===== src/rtl/instr_fetch_issue.sv =====
// instr_fetch_issue: fetches instruction words over a req/ack memory handshake,
// holds the current word and presents its opcode to the controller. Owns the PC:
// sequential increment, direct jump, external redirect and halt.
//
// state   | meaning
// --------+----------------------------------------------------------------
// S_FETCH | raise the request at the next edge with the address from PC
// S_WAIT  | request held steady until the memory acks
// S_ISSUE | instruction held and valid; leaves when not stalled or redirected
// S_HALT  | halt opcode issued; fetching stopped until reset
module instr_fetch_issue #(
  parameter int              ADDR_W   = 16,
  parameter int              INSTR_W  = 16,
  parameter logic [ADDR_W-1:0] RESET_PC = '0,
  parameter logic [3:0]      HALT_OP  = 4'b1111,
  parameter logic [3:0]      JUMP_OP  = 4'b1110
) (
  input  logic               clk,
  input  logic               rst,
  output logic               Imem_Req,
  output logic [ADDR_W-1:0]  Imem_Addr,
  input  logic               Imem_Ack,
  input  logic [INSTR_W-1:0] Imem_Data,
  input  logic               Stall,
  input  logic               Redirect,
  input  logic [ADDR_W-1:0]  Redirect_Addr,
  output logic [3:0]         Op_Code,
  output logic [INSTR_W-1:0] Instr,
  output logic               Instr_Valid,
  output logic [ADDR_W-1:0]  Pc_Out,
  output logic               Halted
);

  typedef enum logic [1:0] {
    S_FETCH = 2'd0,
    S_WAIT  = 2'd1,
    S_ISSUE = 2'd2,
    S_HALT  = 2'd3
  } state_t;

  state_t              r_state, w_state;
  logic [ADDR_W-1:0]   r_pc, w_pc;
  logic                r_req, w_req;
  logic [ADDR_W-1:0]   r_addr, w_addr;
  logic [INSTR_W-1:0]  r_instr, w_instr;
  logic [ADDR_W-1:0]   r_pc_out, w_pc_out;
  logic                r_pend, w_pend;
  logic [ADDR_W-1:0]   r_pend_addr, w_pend_addr;

  logic [3:0]          w_op;
  logic [ADDR_W-1:0]   w_jump_pc;
  logic [ADDR_W-1:0]   w_pc_inc;

  // The jump keeps the upper page of the held instruction's address and
  // replaces the low 12 bits with the immediate field.
  assign w_op      = r_instr[INSTR_W-1 -: 4];
  assign w_jump_pc = {r_pc_out[ADDR_W-1:12], r_instr[11:0]};
  assign w_pc_inc  = r_pc_out + ADDR_W'(1);

  assign Imem_Req    = r_req;
  assign Imem_Addr   = r_addr;
  assign Op_Code     = w_op;
  assign Instr       = r_instr;
  assign Instr_Valid = (r_state == S_ISSUE);
  assign Pc_Out      = r_pc_out;
  assign Halted      = (r_state == S_HALT);

  // State and datapath registers; reset wins over any handshake in flight.
  always_ff @(posedge clk) begin
    if (rst) begin
      r_state     <= S_FETCH;
      r_pc        <= RESET_PC;
      r_req       <= 1'b0;
      r_addr      <= '0;
      r_instr     <= '0;
      r_pc_out    <= '0;
      r_pend      <= 1'b0;
      r_pend_addr <= '0;
    end else begin
      r_state     <= w_state;
      r_pc        <= w_pc;
      r_req       <= w_req;
      r_addr      <= w_addr;
      r_instr     <= w_instr;
      r_pc_out    <= w_pc_out;
      r_pend      <= w_pend;
      r_pend_addr <= w_pend_addr;
    end
  end

  // Next-state and next-register values.
  always_comb begin
    w_state     = r_state;
    w_pc        = r_pc;
    w_req       = r_req;
    w_addr      = r_addr;
    w_instr     = r_instr;
    w_pc_out    = r_pc_out;
    w_pend      = r_pend;
    w_pend_addr = r_pend_addr;
    case (r_state)
      S_FETCH: begin
        // Request not yet visible, so a redirect simply replaces the address.
        w_req   = 1'b1;
        w_pend  = 1'b0;
        w_state = S_WAIT;
        if (Redirect) begin
          w_pc   = Redirect_Addr;
          w_addr = Redirect_Addr;
        end else begin
          w_addr = r_pc;
        end
      end
      S_WAIT: begin
        if (Imem_Ack) begin
          w_req = 1'b0;
          // A redirect arriving together with the ack also discards the word.
          if (r_pend || Redirect) begin
            w_pc    = Redirect ? Redirect_Addr : r_pend_addr;
            w_pend  = 1'b0;
            w_state = S_FETCH;
          end else begin
            w_instr  = Imem_Data;
            w_pc_out = r_pc;
            w_state  = S_ISSUE;
          end
        end else if (Redirect) begin
          // Request cannot be withdrawn; remember the latest target instead.
          w_pend      = 1'b1;
          w_pend_addr = Redirect_Addr;
        end
      end
      S_ISSUE: begin
        if (Redirect) begin
          w_pc    = Redirect_Addr;
          w_state = S_FETCH;
        end else if (!Stall) begin
          if (w_op == HALT_OP) begin
            w_state = S_HALT;
          end else if (w_op == JUMP_OP) begin
            w_pc    = w_jump_pc;
            w_state = S_FETCH;
          end else begin
            w_pc    = w_pc_inc;
            w_state = S_FETCH;
          end
        end
      end
      default: begin
        w_state = S_HALT;
      end
    endcase
  end

endmodule


===== config.mk =====
export PLATFORM = sky130hd
export DESIGN_NAME = instr_fetch_issue
export DESIGN_NICKNAME = d
export VERILOG_FILES = /design/src/rtl/instr_fetch_issue.sv
export SDC_FILE = /design/constraint.sdc
export NUM_CORES = 1
export LEC_CHECK = 0
export CORE_MARGIN = 5
export CORE_UTILIZATION = 35
export CTS_CLUSTER_DIAMETER = 150
export DETAILED_ROUTE_END_ITERATION = 8
export PLACE_DENSITY_LB_ADDON = 0.3
export SLEW_MARGIN = 20
export SYNTH_ARGS = -nofsm -noshare
export SYNTH_HDL_FRONTEND = slang
export SYNTH_SLANG_ARGS = --single-unit

===== constraint.sdc =====
create_clock -name clk -period 5.3 [get_ports clk]
set_input_delay 0.795 -clock clk [delete_from_list [all_inputs] [get_ports clk]]
set_output_delay 0.795 -clock clk [all_outputs]
set_load 0.1 [all_outputs]

Placed cells, one colour a class:
Fill, decap, tap and diode cells in grey.
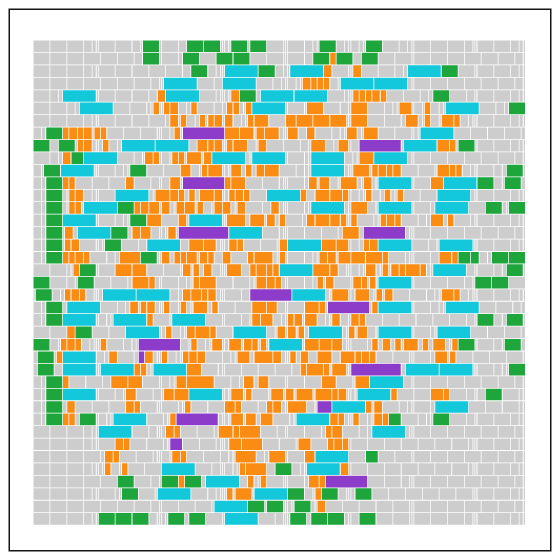
legend:
  orange:
    class: all other logic
    cells: 393
    share_of_their_area: 43%
  cyan:
    class: flops
    cells: 84
    share_of_their_area: 33%
  purple:
    class: clock drivers and dummy loads
    cells: 14
    share_of_their_area: 6.0%
  green:
    class: other buffers and delay cells
    cells: 95
    share_of_their_area: 18%

Cell outlines without signal wires:
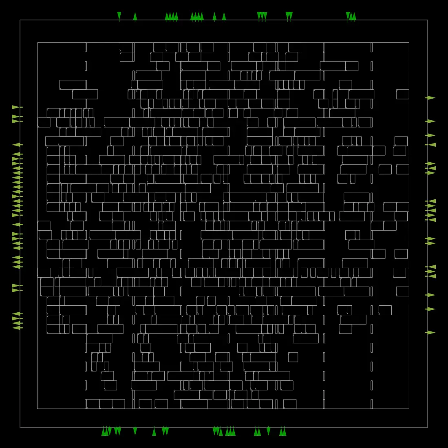
Flops: 84
Tap Count: 143
Final Core Density: 46.5%
fin cells: 729
core region area: 11400 sq um

==> job_summary.md <==
### Yosys + OpenROAD results

| Metric | Value |
|---|---|
| Worst hold margin | 0.461 ns |
| Hold_buf cts | 0 |
| Total grt overflow | 0 |
| Status | completed |
| Core Util at FP | 35.8% |
| Die Height | 118 microns |
| Routed len/inst | 17.4 microns |
| H-tree depth | 3 |
| Reg2Reg Depth | 7 |
| Crit path cell chain | clkdlybuf4s50_1, buf_4, nor2b_1, a31oi_1, nand2_1, a221oi_1, a211oi_1 |
| Yosys stat chip area | 4090 sq um |
| Synthesized area per cell | 7.85 sq um |
| FMAX | 0.313 GHz |
| Fin. Hold Viols | 0 |
| Clock Latency Late Sink | 0.34 ns |
| Initial antenna violation count | 0 |
| Die X | 118 microns |
| Worst hold path endpoint | r_pend_addr[10]$_SDFFE_PP0P_ |
| Synth-to-layout area growth | 29.8% |
| Fin worst setup slack | 2.10 ns |
| Layout cells sized above 1 | 4.27% |
| Area share, top type | 41.1% |
| CTS buffer count | 9 |
| Synth warn | 0 |
| GPL Wtd Cong | 0.862 |
| Largest delay share family, worst path | simple AND/OR/NAND/NOR gates |
| RSZ-0062 raised after global routing | false |
| Global Route Usage Sum | 18.2% |
| Antenna-violating nets left | 0 |
| Yosys reg bits | 84 |
| Hold crit path type | reg -> reg |
| Dominant register cell | dfxtp_1 |
| Worst path buffer plus inverter count | 2 |
| Chip area | 13900 sq um |
| First-pass DRT Iterations | 7 |
| Final wirelength | 12.7 mm |
| MaxCap Viol Count | 0 |
| Postcts setup bufs | 0 |
| Post-synthesis cell count | 521 |
==> worst max path at each step <==
stage | slack, ns | to
after CTS | 2.11 | Instr_Valid
after global routing | 1.80 | r_pc[12]$_SDFFE_PP0P_
final | 2.10 | r_pc[9]$_SDFFE_PP0P_
after floorplan | 2.74 | r_pc[11]$_SDFFE_PP0P_
after global placement | 1.93 | r_pc[9]$_SDFFE_PP0P_
after detailed placement | 1.78 | r_pc[9]$_SDFFE_PP0P_
==> routing by layer <==
layer / part of all wire (%) / global-route usage (%) / wire [microns] / up-vias
met5: 0 / 0 / 0 / -
met4: 1.4 / 6.09 / 182 / 0
met3: 7.8 / 4.08 / 996 / 14
met2: 44 / 26.9 / 5580 / 164
met1: 47 / 25.9 / 5940 / 1877
li1: - / - / - / 1961
==> state kept, by name, indices dropped and copies added, names as in the netlist <==
signal,flops
Imem_Addr,16
Instr,16
Pc_Out,16
r_pc,16
r_pend_addr,16
r_state,2
Imem_Req,1
r_pend,1
==> worst min-delay path: cells and delay by family (launching register included) <==
kind | cells | cell delay (ns)
simple gates | 1 | 0.05
compound gates | 1 | 0.05
flops | 1 | 0.31
==> layout make-up <==
cell class                      count  share of cell area, %
Timing Repair Buffer               95                   17.6
Clock buffer                       10                   4.31
Clock inverter                      4                   1.44
Multi-Input combinational cell    383                   40.9
Tap cell                          143                   3.37
Inverter                           10                  0.707
Sequential cell                    84                   31.7
==> stage by stage <==
stage	instances	utilization [%]	instance area (sq um)	total power (W)
floorplan	521	-	4090	0.00165
global placement	715	43.8	5000	0.00191
detailed placement	715	43.8	5000	0.00191
CTS	729	46.5	5310	0.00258
global route	729	46.5	5310	0.00270
finish	729	46.5	5310	0.00257
==> cells by family after synthesis <==
kind of cell / share of synthesized area, %
AND-OR/OR-AND: 22.5
XOR/XNOR: 2.14
buffers and inverters: 5.91
adder cells (fa/ha/maj): 1.53
multiplexers: 4.71
AND/OR/NAND/NOR: 22.1
flip-flops: 41.1
==> Yosys cell counts, types with 3 or more instances <==
master	number
nand4_1	3
o2bb2ai_1	3
buf_4	5
buf_2	16
nand3_1	14
a221oi_1	13
ha_1	5
a21oi_1	64
a31oi_1	4
a211oi_1	17
o21ai_1	5
inv_1	8
nand2_1	120
nor2b_1	4
dfxtp_1	84
nand2b_1	4
o41ai_1	6
mux2i_1	17
xor2_1	6
o21ai_0	9
o211ai_1	3
nor3_1	8
and2_1	10
a311oi_1	3
nor2_1	33
clkbuf_1	21
a221o_1	3
xnor2_1	4
==> power breakdown <==
part | total, W | internal [W] | switching [W]
clock | 0.000661 | 0.000408 | 0.000252
sequential | 0.000841 | 0.000743 | 0.0000976
combinational | 0.00107 | 0.000309 | 0.000761
Power figures rest on the tool's default switching activity, not on a simulated workload.
